**I/O nets highlighted**

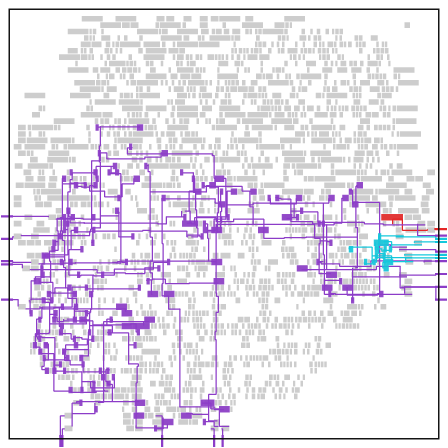
**Gate-type map**

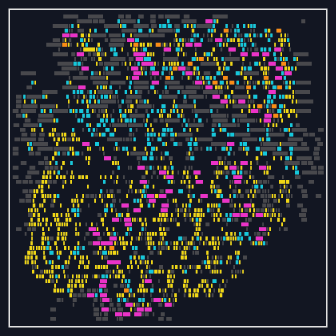
**Placement by cell class**

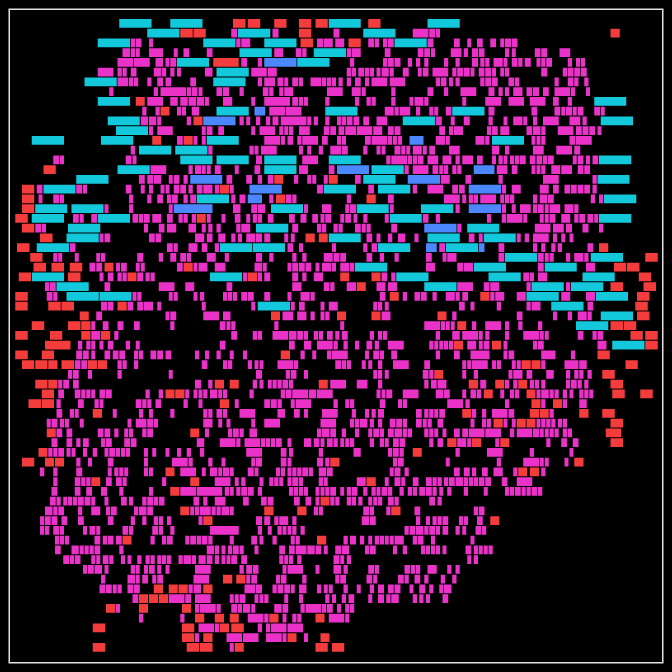
**The clock network**

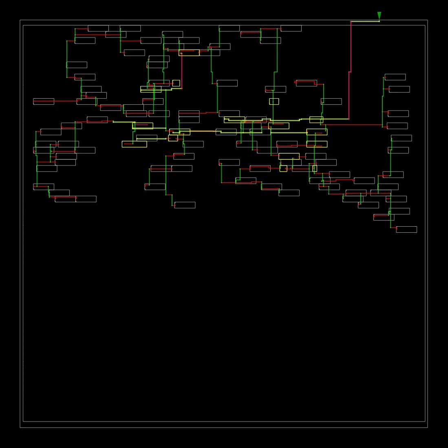
**Routed clock nets over the placement**

The bar under the picture is 50 um long.
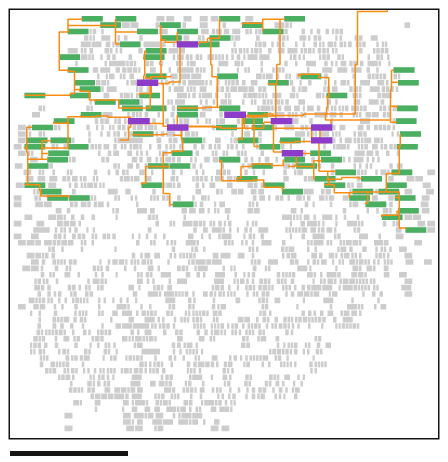
[src/rtl/seq_alu.sv]
// Sequential ALU: single-cycle logic/arithmetic/shift ops plus iterative
// shift-add multiply and restoring divide, behind a start/busy/done handshake.
module seq_alu #(
  parameter int N = 16
) (
  input  logic         clk,
  input  logic         rst_n,
  input  logic         start,
  input  logic [3:0]   opc,
  input  logic [N-1:0] a,
  input  logic [N-1:0] b,
  output logic         busy,
  output logic         done,
  output logic [N-1:0] res,
  output logic [N-1:0] res_hi,
  output logic         zero,
  output logic         neg,
  output logic         carry,
  output logic         ovf,
  output logic         dz
);

  localparam int CW = $clog2(N) + 1;

  typedef enum logic [1:0] {IDLE, MUL, DIV} state_t;

  typedef enum logic [3:0] {
    OP_ADD  = 4'd0,
    OP_SUB  = 4'd1,
    OP_AND  = 4'd2,
    OP_OR   = 4'd3,
    OP_NOT  = 4'd4,
    OP_PASA = 4'd5,
    OP_PASB = 4'd6,
    OP_XOR  = 4'd7,
    OP_MULU = 4'd8,
    OP_DIVU = 4'd9,
    OP_SHL  = 4'd10,
    OP_SAR  = 4'd11,
    OP_SLT  = 4'd12
  } opc_t;

  state_t        st;
  logic [CW-1:0] cnt;
  logic [N-1:0]  op_x;
  logic [N-1:0]  acc_hi;
  logic [N-1:0]  acc_lo;

  logic [CW-2:0]      sh;
  logic [N:0]         add_sum;
  logic [N:0]         sub_dif;
  logic [N:0]         shl_ext;
  logic signed [N:0]  sar_ext;
  logic [N-1:0]       f_res;
  logic [N-1:0]       f_hi;
  logic               f_carry;
  logic               f_ovf;
  logic               f_dz;
  logic               go_iter;

  logic [N:0]   mul_sum;
  logic [N:0]   div_dif;
  logic [N-1:0] div_sh;
  logic [N-1:0] step_hi;
  logic [N-1:0] step_lo;

  assign sh      = b[CW-2:0];
  assign go_iter = (opc == OP_MULU) || ((opc == OP_DIVU) && (b != '0));

  always_comb begin
    add_sum = {1'b0, a} + {1'b0, b};
    sub_dif = {1'b0, a} - {1'b0, b};
    shl_ext = {1'b0, a} << sh;
    // Extra guard bit below the LSB catches the last bit shifted out.
    sar_ext = $signed({a, 1'b0}) >>> sh;
    f_res   = '0;
    f_hi    = '0;
    f_carry = 1'b0;
    f_ovf   = 1'b0;
    f_dz    = 1'b0;
    case (opc)
      OP_ADD: begin
        f_res   = add_sum[N-1:0];
        f_carry = add_sum[N];
        f_ovf   = (a[N-1] == b[N-1]) && (add_sum[N-1] != a[N-1]);
      end
      OP_SUB: begin
        f_res   = sub_dif[N-1:0];
        f_carry = ~sub_dif[N];
        f_ovf   = (a[N-1] != b[N-1]) && (sub_dif[N-1] != a[N-1]);
      end
      OP_AND:  f_res = a & b;
      OP_OR:   f_res = a | b;
      OP_NOT:  f_res = ~a;
      OP_PASA: f_res = a;
      OP_PASB: f_res = b;
      OP_XOR:  f_res = a ^ b;
      OP_DIVU: begin
        f_res = '1;
        f_hi  = a;
        f_dz  = 1'b1;
      end
      OP_SHL: begin
        f_res   = shl_ext[N-1:0];
        f_carry = shl_ext[N];
      end
      OP_SAR: begin
        f_res   = sar_ext[N:1];
        f_carry = sar_ext[0];
      end
      OP_SLT:  f_res = {{(N-1){1'b0}}, ($signed(a) < $signed(b))};
      default: ;
    endcase
  end

  always_comb begin
    mul_sum = {1'b0, acc_hi} + (acc_lo[0] ? {1'b0, op_x} : '0);
    div_dif = {acc_hi, acc_lo[N-1]} - {1'b0, op_x};
    div_sh  = {acc_hi[N-2:0], acc_lo[N-1]};
    if (st == MUL) begin
      step_hi = mul_sum[N:1];
      step_lo = {mul_sum[0], acc_lo[N-1:1]};
    end else if (!div_dif[N]) begin
      step_hi = div_dif[N-1:0];
      step_lo = {acc_lo[N-2:0], 1'b1};
    end else begin
      step_hi = div_sh;
      step_lo = {acc_lo[N-2:0], 1'b0};
    end
  end

  always_ff @(posedge clk or negedge rst_n) begin
    if (!rst_n) begin
      st     <= IDLE;
      cnt    <= '0;
      op_x   <= '0;
      acc_hi <= '0;
      acc_lo <= '0;
      busy   <= 1'b0;
      done   <= 1'b0;
      res    <= '0;
      res_hi <= '0;
      zero   <= 1'b0;
      neg    <= 1'b0;
      carry  <= 1'b0;
      ovf    <= 1'b0;
      dz     <= 1'b0;
    end else begin
      done <= 1'b0;
      case (st)
        IDLE: begin
          if (start && go_iter) begin
            st     <= (opc == OP_MULU) ? MUL : DIV;
            busy   <= 1'b1;
            cnt    <= CW'(N);
            op_x   <= (opc == OP_MULU) ? a : b;
            acc_lo <= (opc == OP_MULU) ? b : a;
            acc_hi <= '0;
          end else if (start) begin
            done   <= 1'b1;
            res    <= f_res;
            res_hi <= f_hi;
            zero   <= (f_res == '0);
            neg    <= f_res[N-1];
            carry  <= f_carry;
            ovf    <= f_ovf;
            dz     <= f_dz;
          end
        end
        MUL, DIV: begin
          cnt    <= cnt - CW'(1);
          acc_hi <= step_hi;
          acc_lo <= step_lo;
          // Last step: publish the step result directly rather than waiting a cycle.
          if (cnt == CW'(1)) begin
            st     <= IDLE;
            busy   <= 1'b0;
            done   <= 1'b1;
            res    <= step_lo;
            res_hi <= step_hi;
            zero   <= (step_lo == '0);
            neg    <= step_lo[N-1];
            carry  <= 1'b0;
            ovf    <= 1'b0;
            dz     <= 1'b0;
          end
        end
        default: st <= IDLE;
      endcase
    end
  end

endmodule
[config.mk]
export PLATFORM = sky130hd
export DESIGN_NAME = seq_alu
export DESIGN_NICKNAME = d
export VERILOG_FILES = /design/src/rtl/seq_alu.sv
export SDC_FILE = /design/constraint.sdc
export NUM_CORES = 1
export LEC_CHECK = 0
export ABC_AREA = 1
export CORE_MARGIN = 1
export CORE_UTILIZATION = 35
export DETAILED_ROUTE_END_ITERATION = 8
export HOLD_SLACK_MARGIN = 0.06
export PLACE_DENSITY = 0.61
export SETUP_SLACK_MARGIN = 0.15
export SYNTH_ARGS = -nofsm -noshare
export SYNTH_HDL_FRONTEND = slang
export SYNTH_SLANG_ARGS = --single-unit
export TNS_END_PERCENT = 50
[constraint.sdc]
create_clock -name clk -period 3.8 [get_ports clk]
set_input_delay 0.76 -clock clk [delete_from_list [all_inputs] [get_ports clk]]
set_output_delay 0.76 -clock clk [all_outputs]
set_load 0.005 [all_outputs]
==> impl_metrics.toml <==
# generated from flow reports
[outcome]
run_status = "finished, final reports clean"

[floorplan]
floorplan.core_util_pct = 35.7
dieArea_um2 = 33100

[yosys]
edf_count = 0
ys_sh_aoi_pct = 18.1
netlist_area_um2 = 11300
top_cells_by_count = "600 x nand2_1, 204 x nand3_1, 202 x inv_1, 159 x nor2_1, 140 x o21ai_0"
top_cell_area_share_pct = 20.5
synthArstFlopShare_pct = 100
syn_area_per_cell_um2 = 5.96
yosys_area_um2 = 11300
xor_area_share_pct = 1.62
ys_sh_adder_pct = 10.8
top_logic_kind = "simple AND/OR/NAND/NOR gates"
postSynthSeqShare_pct = 20.5

[detailed_routing]
drt-total-wl_mm = 50.1
antenna_left = 0
vias = 13600

[timing]
finalHoldViolCount = 0
relSlewSlack_pct = 44.5
setup_ws_ns = 0.387
slew_viol_final = 0
setup_viol = 0
period_used_pct = 89.8

[clock_tree]
postCtsSetupBuffers = 0
cts-hold-fix-buffers = 0
ctsResizeCount = 0
clk_pin_slew_ns = 0.08

[placement]
pre_cts_slack_ns = 0.0977

[worst_setup_path]
crit_arrival_ns = 3.63
rr_worst_depth = 14
start_kind = "primary input"

[power]
vdd_ir_drop_max_uv = 312
p_leak_nw = 6.77
power_density_nw_per_um2 = 549

[global_route]
overflow = 0
grt_antenna_before_repair = 2
grt_max_degree = 44
Notes on 'I/O nets highlighted' above:
[`ovf`] red | bits: 1 | direction: output | end cells: 1 | buffers: 1 | wire: 23.2 um
[`opc`] cyan | bits: 4 | direction: input | end cells: 15 | buffers: 4 | wire: 183 um
[`b`] purple | bits: 16 | direction: input | end cells: 162 | buffers: 33 | wire: 3,220 um
IO Port Bufs: 77
# IOs: 78

Notes on 'gate-type map' above:
[NAND gates] yellow | cells: 840 | most used: nand2_1 | where: widely spread
[adder and majority cells] magenta | cells: 95 | most used: ha_1
[inverting AOI/OAI gates] cyan | cells: 357 | most used: o21ai_0 | where: widely spread
[XOR/XNOR gates] orange | cells: 21 | most used: xnor2_1
Comb area share: 58.0%
Non-Filler Instances: 2,429
Top cell excl fill/tap: nand2_1

Notes on 'placement by cell class' above:
[all other logic] magenta | cells: 1,725
[other buffers and delay cells] red | cells: 192
[clock drivers and dummy loads] blue | cells: 16
[flops] cyan | cells: 93
core area: 31,700 um^2
design area: 13,400 um^2
sequential cell area share: 17.4%

Notes on 'the clock network' above:
clk_buf instances: 9
Inserted Clock Buffers: 9
clock network power: 0.979 mW
registers: 93
# clock sinks: 93

Notes on 'routed clock nets over the placement' above:
[flip-flops] green | count: 93
[cells driving clock nets] purple | count: 9
[clock wires] orange | length: 1,360 um
routed clock nets: 10
Worst Skew: 0.00927 ns
clk_lat worst skew: 0.35 ns
Clock power frac: 13.3%

state kept, by name, indices dropped and copies added, names as in the netlist:
| signal | flops |
|---|---|
| acc_hi | 16 |
| acc_lo | 16 |
| busy | 1 |
| carry | 1 |
| cnt | 5 |
| done | 1 |
| dz | 1 |
| op_x | 16 |
| ovf | 1 |
| res | 16 |
| res_hi | 16 |
| st | 2 |
| zero | 1 |
critical path: stages:
cell and delay (ns):
clkdlybuf4s50_1 0.59, buf_4 0.30, ha_1 0.25, nand3_1 0.09, nand2_1 0.05, inv_1 0.04
nand2_1 0.05, nor2_1 0.08, buf_4 0.16, nand3_1 0.08, nor2_1 0.22, buf_4 0.17
nand3_1 0.19, buf_4 0.20, a21oi_1 0.16, buf_4 0.16, o21ai_0 0.08
per-stage QoR:
| step | std cells | power [mW] | hold WS (ns) | utilization (%) |
|---|---|---|---|---|
| finish | 2429 | 7.36 | 0.410 | 42.3 |
| global route | 2428 | 7.99 | 0.443 | 42.2 |
| CTS | 2428 | 7.28 | 0.443 | 42.2 |
| detailed placement | 2412 | 6.28 | 0.474 | 41.2 |
| global placement | 2412 | 6.23 | 0.477 | 41.2 |
| floorplan | 1899 | 4.69 | 0.451 | - |
worst max path at each step:
stage / end / slack (ns) / from / depth (start not counted)
6_report: res[12]$_DFFE_PN0P_ / 0.39 / a[12] / 17
3_3_place_gp: res[10]$_DFFE_PN0P_ / 0.09 / b[6] / 15
3_5_place_dp: zero$_DFFE_PN0P_ / 0.1 / b[13] / 15
5_1_grt: zero$_DFFE_PN0P_ / 0.16 / a[0] / 19
4_1_cts: zero$_DFFE_PN0P_ / 0.45 / b[13] / 15
2_1_floorplan: zero$_DFFE_PN0P_ / 0.78 / b[3] / 20
cells in the final DEF (no fill, tap or decap), types with 4 or more instances in the layout:
| master | count |
|---|---|
| a21boi_0 | 11 |
| a21oi_1 | 84 |
| a22oi_1 | 17 |
| a31oi_1 | 7 |
| buf_4 | 114 |
| clkbuf_16 | 9 |
| clkdlybuf4s50_1 | 75 |
| dfrtp_1 | 93 |
| ha_1 | 90 |
| inv_1 | 202 |
| inv_2 | 12 |
| nand2_1 | 600 |
| nand2_2 | 7 |
| nand3_1 | 204 |
| nand4_1 | 25 |
| nor2_1 | 158 |
| nor2_2 | 4 |
| nor3_1 | 12 |
| o211ai_1 | 35 |
| o21ai_0 | 140 |
| o21ai_1 | 37 |
| o21bai_1 | 8 |
| o22ai_1 | 8 |
| or2_2 | 5 |
| xnor2_1 | 11 |
| xor2_1 | 10 |
area by class of cell:
type	count	area, um^2
fill	3447	18300
inverter	219	826
multi-input combinational	1506	7770
clock inverter	7	91.3
antenna	1	2.50
tap	402	503
sequential	93	2330
clock buffer	9	225
timing repair buffer	192	1660
power by group:
group / switching, mW / internal (mW) / total (mW)
clock network: 0.449 / 0.530 / 0.979
registers: 0.380 / 1.41 / 1.79
logic: 2.86 / 1.73 / 4.59
layer usage:
| metal | GRT usage [%] | wire length [um] | vias to the layer above |
|---|---|---|---|
| li1 | - | - | 6471 |
| met1 | 42.3 | 22400 | 6320 |
| met2 | 45.1 | 20800 | 660 |
| met3 | 7.06 | 5170 | 112 |
| met4 | 11.0 | 1810 | 0 |
| met5 | 0 | 0 | - |
Power is estimated from default activity; no workload was simulated.
